## src/rtl/pipo_share_ctrl.sv

```systemverilog
// pipo_share_ctrl: round-robin sharing of one W-bit holding register among
// four requesters. A requester is granted when the register is empty, or when
// the consumer is draining it in the same cycle. The granted word is captured
// and held with a valid flag until the consumer accepts it.
//
// Ports:
//   clk      rising-edge clock
//   rst      synchronous active-high reset
//   req      per-requester request, bit k = requester k
//   din      requester words, requester k at din[k*W +: W]
//   gnt      one-hot grant (combinational), high in the load cycle
//   q        held register contents
//   q_valid  q holds an unconsumed word
//   q_src    index of the requester whose word is in q
//   q_ready  consumer accepts q this cycle when q_valid=1
module pipo_share_ctrl #(
    parameter int unsigned W = 4
) (
    input  logic           clk,
    input  logic           rst,
    input  logic [3:0]     req,
    input  logic [4*W-1:0] din,
    output logic [3:0]     gnt,
    output logic [W-1:0]   q,
    output logic           q_valid,
    output logic [1:0]     q_src,
    input  logic           q_ready
);

    localparam int unsigned N = 4;

    typedef enum logic {
        EMPTY = 1'b0,
        FULL  = 1'b1
    } state_t;

    state_t          state;
    state_t          state_nxt;
    logic [1:0]      last;
    logic [1:0]      win_idx;
    logic            win_found;
    logic [1:0]      cand;
    logic            load;
    logic [W-1:0]    slice [N];

    // Unpack the flat requester bus into per-requester words
    always_comb begin
        for (int unsigned k = 0; k < N; k++) begin
            slice[k] = din[k*W +: W];
        end
    end

    // Round-robin pick: search last+1, last+2, last+3, then last itself
    always_comb begin
        win_found = 1'b0;
        win_idx   = last;
        cand      = last;
        for (int unsigned i = 1; i <= N; i++) begin
            cand = last + 2'(i);
            if (!win_found && req[cand]) begin
                win_found = 1'b1;
                win_idx   = cand;
            end
        end
    end

    // Next-state and load/grant decode; reset suppresses any load in its cycle
    always_comb begin
        state_nxt = state;
        load      = 1'b0;
        gnt       = 4'b0000;
        case (state)
            EMPTY: begin
                if (win_found) begin
                    load      = 1'b1;
                    state_nxt = FULL;
                end
            end
            FULL: begin
                if (q_ready) begin
                    if (win_found) begin
                        load      = 1'b1;
                        state_nxt = FULL;
                    end else begin
                        state_nxt = EMPTY;
                    end
                end
            end
            default: state_nxt = EMPTY;
        endcase
        if (rst) begin
            load = 1'b0;
        end
        if (load) begin
            gnt = 4'b0001 << win_idx;
        end
    end

    // State, holding register and round-robin pointer
    always_ff @(posedge clk) begin
        if (rst) begin
            state <= EMPTY;
            q     <= '0;
            q_src <= 2'd0;
            last  <= 2'd3;
        end else begin
            state <= state_nxt;
            if (load) begin
                q     <= slice[win_idx];
                q_src <= win_idx;
                last  <= win_idx;
            end
        end
    end

    assign q_valid = (state == FULL);

endmodule

```

## config.mk

```make
export PLATFORM = sky130hd
export DESIGN_NAME = pipo_share_ctrl
export DESIGN_NICKNAME = d
export VERILOG_FILES = /design/src/rtl/pipo_share_ctrl.sv
export SDC_FILE = /design/constraint.sdc
export NUM_CORES = 1
export LEC_CHECK = 0
export ABC_AREA = 1
export CORE_MARGIN = 10
export CORE_UTILIZATION = 38
export CTS_CLUSTER_DIAMETER = 50
export CTS_CLUSTER_SIZE = 28
export DETAILED_ROUTE_END_ITERATION = 8
export GPL_TIMING_DRIVEN = 0
export PLACE_DENSITY = 0.8
export SETUP_SLACK_MARGIN = 0.5
export SLEW_MARGIN = 20
export SYNTH_ARGS = -nofsm -noshare
export SYNTH_HDL_FRONTEND = slang
export SYNTH_SLANG_ARGS = --single-unit
```

## constraint.sdc

```tcl
create_clock -name clk -period 2.3 [get_ports clk]
set_clock_uncertainty 0.1 [all_clocks]
set_input_delay 0.69 -clock clk [delete_from_list [all_inputs] [get_ports clk]]
set_output_delay 0.69 -clock clk [all_outputs]
set_load 0.1 [all_outputs]
```

layer_met1.png
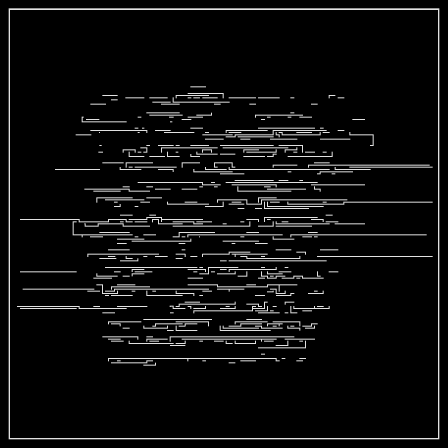
- nets with wire on the layer: 200
- share of all routed wire: 40%
- longest straight run: 26.2 µm
met1 layer usage reported by global route: 0.162
routed wire length: 3460 µm
number of vias in the routed layout: 1167

layer_met2.png
The bar under the picture is 20 µm long.
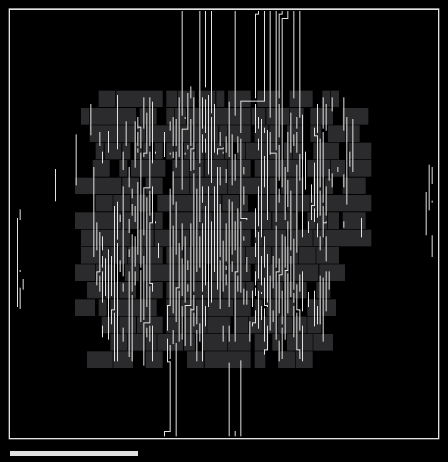
- nets with wire on the layer: 202
- longest straight run: 26.3 µm
- wire length on this layer: 1800 µm
met2 capacity usage during global routing: 0.277

layer_met3.png
The bar under the picture is 20 µm long.
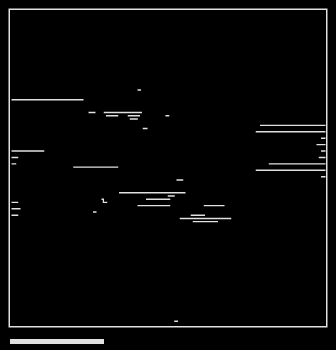
- nets with wire on the layer: 31
- main direction: horizontal
- wire length on this layer: 164 µm
met3 track demand over resource in global routing: 0.0184

detail.png
The bar under the picture is 5 µm long. Window x 7 to 27, y 40 to 60 µm. Cells in grey, sequential cells in the stronger grey; small squares are vias.
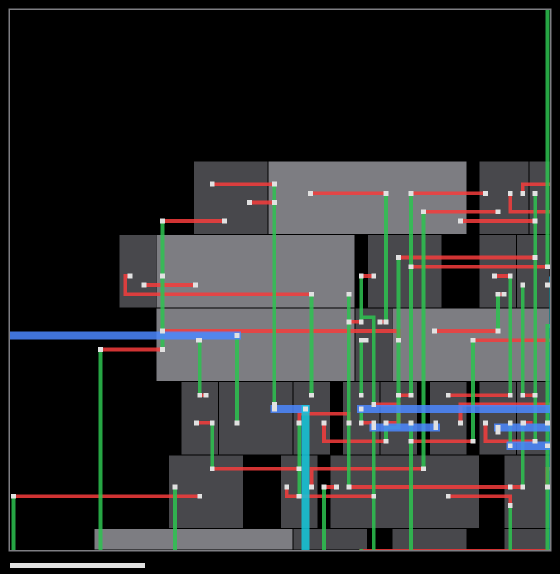
- blue: metal 3
- green: metal 2
- red: metal 1
- cyan: metal 4
- most frequent: nand2_1 (7), inv_1 (4), dfxtp_1 (4)
- netlist names of flops here include: q (4)
- cells with their middle in the window: 23
- sequential cells in the window: 4

==> summary.txt <==
Results of the full flow below.

Floorplanning:
- The run gives the floorplan die area as 4480 µm².
- Per the OpenROAD floorplan log, the height of the die is 66.9 µm.
- 34 I/O pins were placed.
- In this run the standard cell core region covers 2020 µm².
- The run gives the number of cell rows as 16.
- In the floorplan report the effective utilization is 0.414.

Cells and area:
- Measured on the final layout, the clock distribution area share stands at 0.0158.
- The run gives the final standard cell utilization of the core as 0.821.
- The run gives the most common cell after layout, fill and taps aside as sky130_fd_sc_hd__buf_4.
- The run gives the fraction of final layout cells with drive strength greater than 1 as 0.596.
- The run puts the final-layout non-clock buffer area share at 0.363.
- Leaving out buffers and inverters, the combinational logic in the layout accounts for 737 µm².
- Counting flops per register, the top entry is q.
- The run puts the post-layout instance count excluding filler cells at 225.
- After layout, the clock buffer instance count stands at 4.
- Registers represent a cell area share of 0.111.
- The run puts the non-clock buffer total of the final layout at 66.
- The run puts the post-synthesis to final-layout area growth at 98.4%.
- The most common logic cells in the final layout are 35 x sky130_fd_sc_hd__buf_4, 25 x sky130_fd_sc_hd__nand2_1, 23 x sky130_fd_sc_hd__nand2_2.
- The run gives the combinational fraction of the cell area as 0.444.
- The number of multi-input combinational cells in the layout is 106.
- The run puts the non-clock inverter total of the final layout at 13.
- The final antenna diode tally reported by the flow is 0.

Status:
- The final reports fail on setup timing.
- The flow ran to the end, but the final reports show violations.

Critical path:
- Among the stages of the critical path, the cell type that occurs most often is sky130_fd_sc_hd__nand2_2.
- The run puts the path length in cells of the critical path at 13.
- The run puts the delay of the slowest cell on the worst path at 0.34 ns.
- Looking at the critical path, the single cell with the biggest stage delay is sky130_fd_sc_hd__dfxtp_2.
- The run gives the minimum setup slack among reg-to-reg paths as -0.47 ns.
- The run puts the required time of the critical path at 1.51 ns.
- STA classifies the critical path endpoint as an output pin.
- The run gives the path depth of the worst reg2reg path as 20.
- STA lists the startpoint of the worst register-to-register path as last[1].
- In the setup report, the worst path falls into the class flop to output pin.
- The run puts the endpoint arrival time on the critical path at 2.01 ns.
- The worst setup path is launched from a flop.
- For reference, the critical path is captured by gnt[0].
- The script reports the combined buffer and inverter count of the critical path as 5.
- Tracing the worst setup path back leads to its startpoint at last[0].
- The signal on the critical path passes through buf_6 -> buf_4 -> nand2_2 -> and2_1 -> nand2_1 -> nand2_1 -> nand3_2 -> nand2_2 -> buf_8 -> nor2_4 -> nand2_2 -> clkinvlp_4 -> buf_12.

Hold path:
- Note that the worst hold path type here is flop to flop.
- The run gives the number of cells traversed by the worst hold path as 2.
- In the hold report, the worst path ends at q_valid.

Placement:
- The run gives the cell area after placement as 1310 µm².
- The run gives the post-detailed-placement half-perimeter wirelength as 1990 µm.
- The buffer_ports step reported a buffer count of 33.
- The run puts the worst setup timing slack at the placement stage at -1.92 ns.
- Routability-driven placement finished with a final weighted congestion of 0.868.
- In this run, placement finished with an instance count of 191.

Synth:
- For this run, the register share of the synthesized area comes to 0.215.
- The run puts the top cell type's share of synthesized area at 0.215.
- The run gives the top cell type by total area after synthesis as sky130_fd_sc_hd__dfxtp_1.
- The run puts the yosys synthesis chip area at 837 µm².
- After technology mapping, the gate count stands at 131.
- The run puts the adder-cell share of the synthesized area at 0.
- After synthesis, the share of flip-flops with an asynchronous set or reset is 0.
- The run gives the number of cells in Yosys stat as 131.
- In the synthesized netlist, the dominant kind of combinational cell is simple AND/OR/NAND/NOR gates.
- The run gives the commonest register cell after synthesis as sky130_fd_sc_hd__dfxtp_1.
- The run puts the share of synthesized area spent on multiplexers at 0.
- The run gives the mean instance size in the synthesized netlist as 6.39 µm².
- In the post-synthesis netlist, the biggest area contributors are sky130_fd_sc_hd__dfxtp_1 22%, sky130_fd_sc_hd__nand2_1 16%, sky130_fd_sc_hd__nand2_2 16%.
- The run gives the number of distinct library cells after synthesis as 21.
- The run puts the post-synth tally of flip-flops with integrated enable at 0.
- In this run, the synthesized area fraction spent on and/or/nand/nor cells is recorded as 0.608.
- The run puts the compound-gate portion of the synthesized area at 0.0568.

Clock network:
- The clock reaches the later pin of the worst-skew pair after 0.26 ns.
- Clock tree synthesis selected as its root buffer the cell sky130_fd_sc_hd__clkbuf_4.
- The run puts the hold buffer count at cts at 0.
- CTS built an H-tree with a depth of 1.
- The run puts the number of cells upsized or downsized after cts at 109.
- The run gives the TritonCTS clock tree as yes.
- The run puts the total number of clock tree sinks at 9.
- The run puts the maximum buffer depth of the clock tree at 2.
- For reference, the clock transition at the flip-flops on the worst setup and hold paths is 0.06 ns.

Routing:
- Per the detail_route report, vias per standard cell equal 5.19.
- The run gives the top routing layer in use as met4.
- The run gives the starting DRC count in detailed routing as 54.
- In the per-layer summary, the met1 wirelength comes to 1390 µm.
- Once detail routing completed, the nets flagged for antenna violations numbered 0.
- The run puts the length of the first detailed-routing pass in iterations at 4.
- TritonRoute reported its final design rule violation total as 0.

STA:
- The final report lists the setup-violating endpoint count as 5.
- The run gives the max-slew violation count as 0.
- The run gives the worst hold margin as 0.421 ns.
- The run puts the slew at the pin closest to its max-slew limit at 0.278 ns.
- The run puts the shortest period the worst path allows at 2.80 ns.
- The run puts the worst-case headroom to the max-slew limit at 0.815.
- The run puts the setup slack after layout at -0.497 ns.
- The run puts the share of the clock period used by the worst path after layout at 1.22.

Run:
- The run gives the number of OpenROAD warnings as 29.

Global route:
- Entering global routing, the biggest net connects 9 pins.
- The run gives the wire length of the first global-routing pass as 5300 µm.
- The run gives the busiest layer in global routing as met2.
- Recorded from the global router log, the overflow total was 0.
- The run puts the overall fraction of global-route tracks in use at 0.147.
- The run gives the number of antenna violations at the first check in global routing as 0.
